--- src/rtl/macc_addr_seq.sv ---
// macc_addr_seq: sequencer in front of the 2D address counter.
// Latches and validates a matrix shape, holds the counter cleared outside
// RUN, steps it on each accepted request and forwards the counter outputs
// as a valid/ready request stream with end-of-row / end-of-matrix flags.
module macc_addr_seq #(
    parameter int MSB = 11
) (
    input  logic         CLK,
    input  logic         RST,
    input  logic         start,
    input  logic         abort,
    input  logic [MSB:0] row_max,
    input  logic [MSB:0] col_max,
    output logic         ctr_rst_l,
    output logic         ctr_inc,
    output logic [MSB:0] ctr_row_max,
    output logic [MSB:0] ctr_col_max,
    input  logic [MSB:0] ctr_a,
    input  logic [MSB:0] ctr_row,
    input  logic [MSB:0] ctr_col,
    output logic         out_valid,
    input  logic         out_ready,
    output logic [MSB:0] out_addr,
    output logic [MSB:0] out_row,
    output logic [MSB:0] out_col,
    output logic         out_last_col,
    output logic         out_last,
    output logic         busy,
    output logic         done,
    output logic         cfg_err
);

    typedef enum logic [1:0] {
        S_IDLE,
        S_CHK,
        S_RUN,
        S_DONE
    } state_t;

    localparam logic [MSB:0] ONE = {{MSB{1'b0}}, 1'b1};

    state_t       state_q, state_d;
    logic [MSB:0] row_max_q, row_max_d;
    logic [MSB:0] col_max_q, col_max_d;
    logic         cfg_err_q, cfg_err_d;
    logic         run;
    logic         last_col;
    logic         last;
    logic         legal;

    // A shape is legal when col_max is a low-order mask (not all ones) and
    // the row index still fits above the column bits of the linear address.
    function automatic logic cfg_legal(input logic [MSB:0] rm, input logic [MSB:0] cm);
        int           k;
        logic         mask_ok;
        logic         full;
        logic [MSB:0] hi;
        k = 0;
        for (int i = 0; i <= MSB; i++) begin
            if (cm[i]) k++;
        end
        mask_ok = ((cm & (cm + ONE)) == '0);
        full    = &cm;
        hi      = rm >> (MSB + 1 - k);
        return mask_ok && !full && (hi == '0);
    endfunction

    assign legal    = cfg_legal(row_max_q, col_max_q);
    assign run      = (state_q == S_RUN);
    assign last_col = run && (ctr_col == col_max_q);
    assign last     = last_col && (ctr_row == row_max_q);

    // Counter control: cleared in every state but RUN, stepped on non-final accepts
    assign ctr_rst_l   = run;
    assign ctr_inc     = run && out_ready && !last;
    assign ctr_row_max = row_max_q;
    assign ctr_col_max = col_max_q;

    // Request stream: counter outputs are already registered, forwarded as-is
    assign out_valid    = run;
    assign out_addr     = run ? ctr_a   : '0;
    assign out_row      = run ? ctr_row : '0;
    assign out_col      = run ? ctr_col : '0;
    assign out_last_col = last_col;
    assign out_last     = last;

    assign busy    = (state_q != S_IDLE);
    assign done    = (state_q == S_DONE);
    assign cfg_err = cfg_err_q;

    // State, latched shape and error-pulse registers
    always_ff @(posedge CLK) begin
        if (RST) begin
            state_q   <= S_IDLE;
            row_max_q <= '0;
            col_max_q <= '0;
            cfg_err_q <= 1'b0;
        end else begin
            state_q   <= state_d;
            row_max_q <= row_max_d;
            col_max_q <= col_max_d;
            cfg_err_q <= cfg_err_d;
        end
    end

    // Next-state logic: start only from IDLE, abort from any busy state
    always_comb begin
        state_d   = state_q;
        row_max_d = row_max_q;
        col_max_d = col_max_q;
        cfg_err_d = 1'b0;
        case (state_q)
            S_IDLE: begin
                if (start) begin
                    state_d   = S_CHK;
                    row_max_d = row_max;
                    col_max_d = col_max;
                end
            end
            S_CHK: begin
                if (abort) begin
                    state_d = S_IDLE;
                end else if (legal) begin
                    state_d = S_RUN;
                end else begin
                    state_d   = S_IDLE;
                    cfg_err_d = 1'b1;
                end
            end
            S_RUN: begin
                if (abort) begin
                    state_d = S_IDLE;
                end else if (last && out_ready) begin
                    state_d = S_DONE;
                end
            end
            S_DONE: begin
                state_d = S_IDLE;
            end
            default: begin
                state_d = S_IDLE;
            end
        endcase
    end

endmodule

--- config.mk ---
export PLATFORM = sky130hd
export DESIGN_NAME = macc_addr_seq
export DESIGN_NICKNAME = d
export VERILOG_FILES = /design/src/rtl/macc_addr_seq.sv
export SDC_FILE = /design/constraint.sdc
export NUM_CORES = 1
export LEC_CHECK = 0
export ABC_AREA = 1
export CORE_ASPECT_RATIO = 1.1
export CORE_MARGIN = 4
export CORE_UTILIZATION = 40
export DETAILED_ROUTE_END_ITERATION = 7
export GPL_TIMING_DRIVEN = 0
export PLACE_DENSITY = 0.83
export SLEW_MARGIN = 10
export SYNTH_ARGS = -nofsm -noshare
export SYNTH_HDL_FRONTEND = slang
export SYNTH_SLANG_ARGS = --single-unit
--- constraint.sdc ---
create_clock -name CLK -period 6 [get_ports CLK]
set_input_delay 0.6 -clock CLK [delete_from_list [all_inputs] [get_ports CLK]]
set_output_delay 0.6 -clock CLK [all_outputs]
set_load 0.02 [all_outputs]
==> images/clock_map.png <==
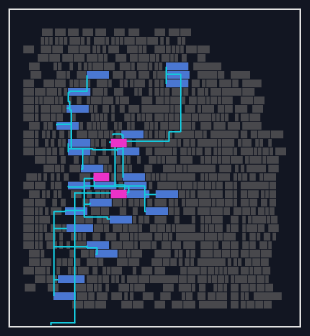
[blue] flip-flops | count: 27
[cyan] clock wires | length: 359 microns
[magenta] cells driving clock nets | count: 3
routed clock nets: 4
clk pwr: 0.000106 W
Clock power frac: 0.075
final setup skew: 0.00160 ns

==> impl_metrics.yaml <==
# generated from flow reports
outcome:
  status: "finished, final reports clean"
yosys:
  ys_types: 36
  ys_sh_simple: 0.462
  ys_async_sr_fraction: 0
  synth-edff-count: 0
  ys_sh_mux: 0
  ys.flop_type: "dfxtp_1"
  synthAdderAreaFrac: 0.0558
  top_logic_kind: "simple AND/OR/NAND/NOR gates"
  fp_nets: 625
critical_path:
  arrival_ns: 6.15
  cp.required_ns: 6.22
  slowest_stage: "dfxtp_4"
place:
  gp_congestion: 0.925
  io_buffer_count: 132
finish:
  diodes: 0
  fin_util: 0.753
  register_area_sq_um: 548
  logic_area_sq_um: 2710
  fin_nets: 820
  comb_area_frac: 0.477
  clk_share: 0.00791
clock_tree:
  ctsHoldBuffers: 0
  cts.sinks: 27
sta:
  fin_hold_ws_ns: 0.522
  finalClockPeriodUsage: 0.988
  worst_pin_slew_ns: 0.576
  setup_slack_ns: 0.0712
  setup_viol: 0
  slew_headroom: 0.612
  final-hold-violation-count: 0
global_route:
  grt-ovfl-total: 0
  grt.busiest_layer: "met2"
power_and_ir_drop:
  power_w: 0.00141
  pwr-share-comb: 0.757
  peakVddDrop_v: 0.000145
route:
  wl_met3_microns: 976
  antenna_left: 0
  met1_length_mm: 5.10
  wl_met2_mm: 7.07
die:
  coreArea_sq_um: 7560
worst_hold_path:
  hold_path_class: "flip-flop to flip-flop"
==> images/metal_stack.png <==
Scale bar: 20 microns. Only two layers are drawn.
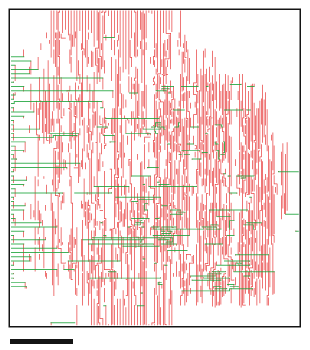
[green] met3 | wire length: 977 microns
[red] met2 | wire length: 7070 microns
final wirelength: 13.8 mm
average routed wire per standard cell: 16.3 microns

-- cells in the final DEF (no fill, tap or decap), types with 2 or more instances in the layout --
master / count
dfxtp_1: 25
o31ai_1: 2
nor4_1: 4
o2111ai_1: 2
nand3_2: 23
nor3_1: 2
nand4_1: 5
nand2_1: 85
buf_4: 57
inv_2: 8
inv_4: 7
xnor2_1: 5
xor2_1: 4
dfxtp_4: 2
nor2_2: 8
buf_6: 4
nand3_4: 10
nand2_2: 34
a21oi_1: 28
nor2_1: 61
a21oi_2: 3
clkdlybuf4s50_1: 132
o22ai_1: 3
ha_4: 12
a221oi_1: 3
nor2_4: 4
o21ai_0: 29
clkbuf_1: 7
nand2_4: 32
inv_1: 94
nand3_1: 25
buf_1: 3
clkbuf_8: 3
-- sequential cells by signal, indices dropped and copies added (netlist names) --
name,flops
cfg_err,1
ctr_col_max,12
ctr_row_max,12
state_q,2
-- worst register-to-register path: cells and delay by family, from the launching register on --
kind / cells / cell delay [ns]
flops: 1 / 0.40
fa+ha+maj: 10 / 2.42
compound gates: 1 / 0.15
buf+inv: 6 / 0.36
simple gates: 30 / 2.55
-- power groups by stage --
stage | logic (W) | clock network (W) | registers, W
floorplan | 0.000430 | 0 | 0.000250
global placement | 0.000632 | 0 | 0.000236
detailed placement | 0.000654 | 0 | 0.000237
CTS | 0.000886 | 0.000105 | 0.000233
global route | 0.00115 | 0.000111 | 0.000240
finish | 0.00107 | 0.000106 | 0.000238
-- final timing paths --
path,startpoint,to,slack [ns],cells past startpoint
min,ctr_row_max[11],ctr_row_max[11],0.52,2
min reg2reg,ctr_row_max[11],ctr_row_max[11],0.52,2
max,ctr_col_max[0],state_q[1],0.07,47
max reg2reg,ctr_col_max[0],state_q[1],0.07,47
Power figures rest on the tool's default switching activity, not on a simulated workload.
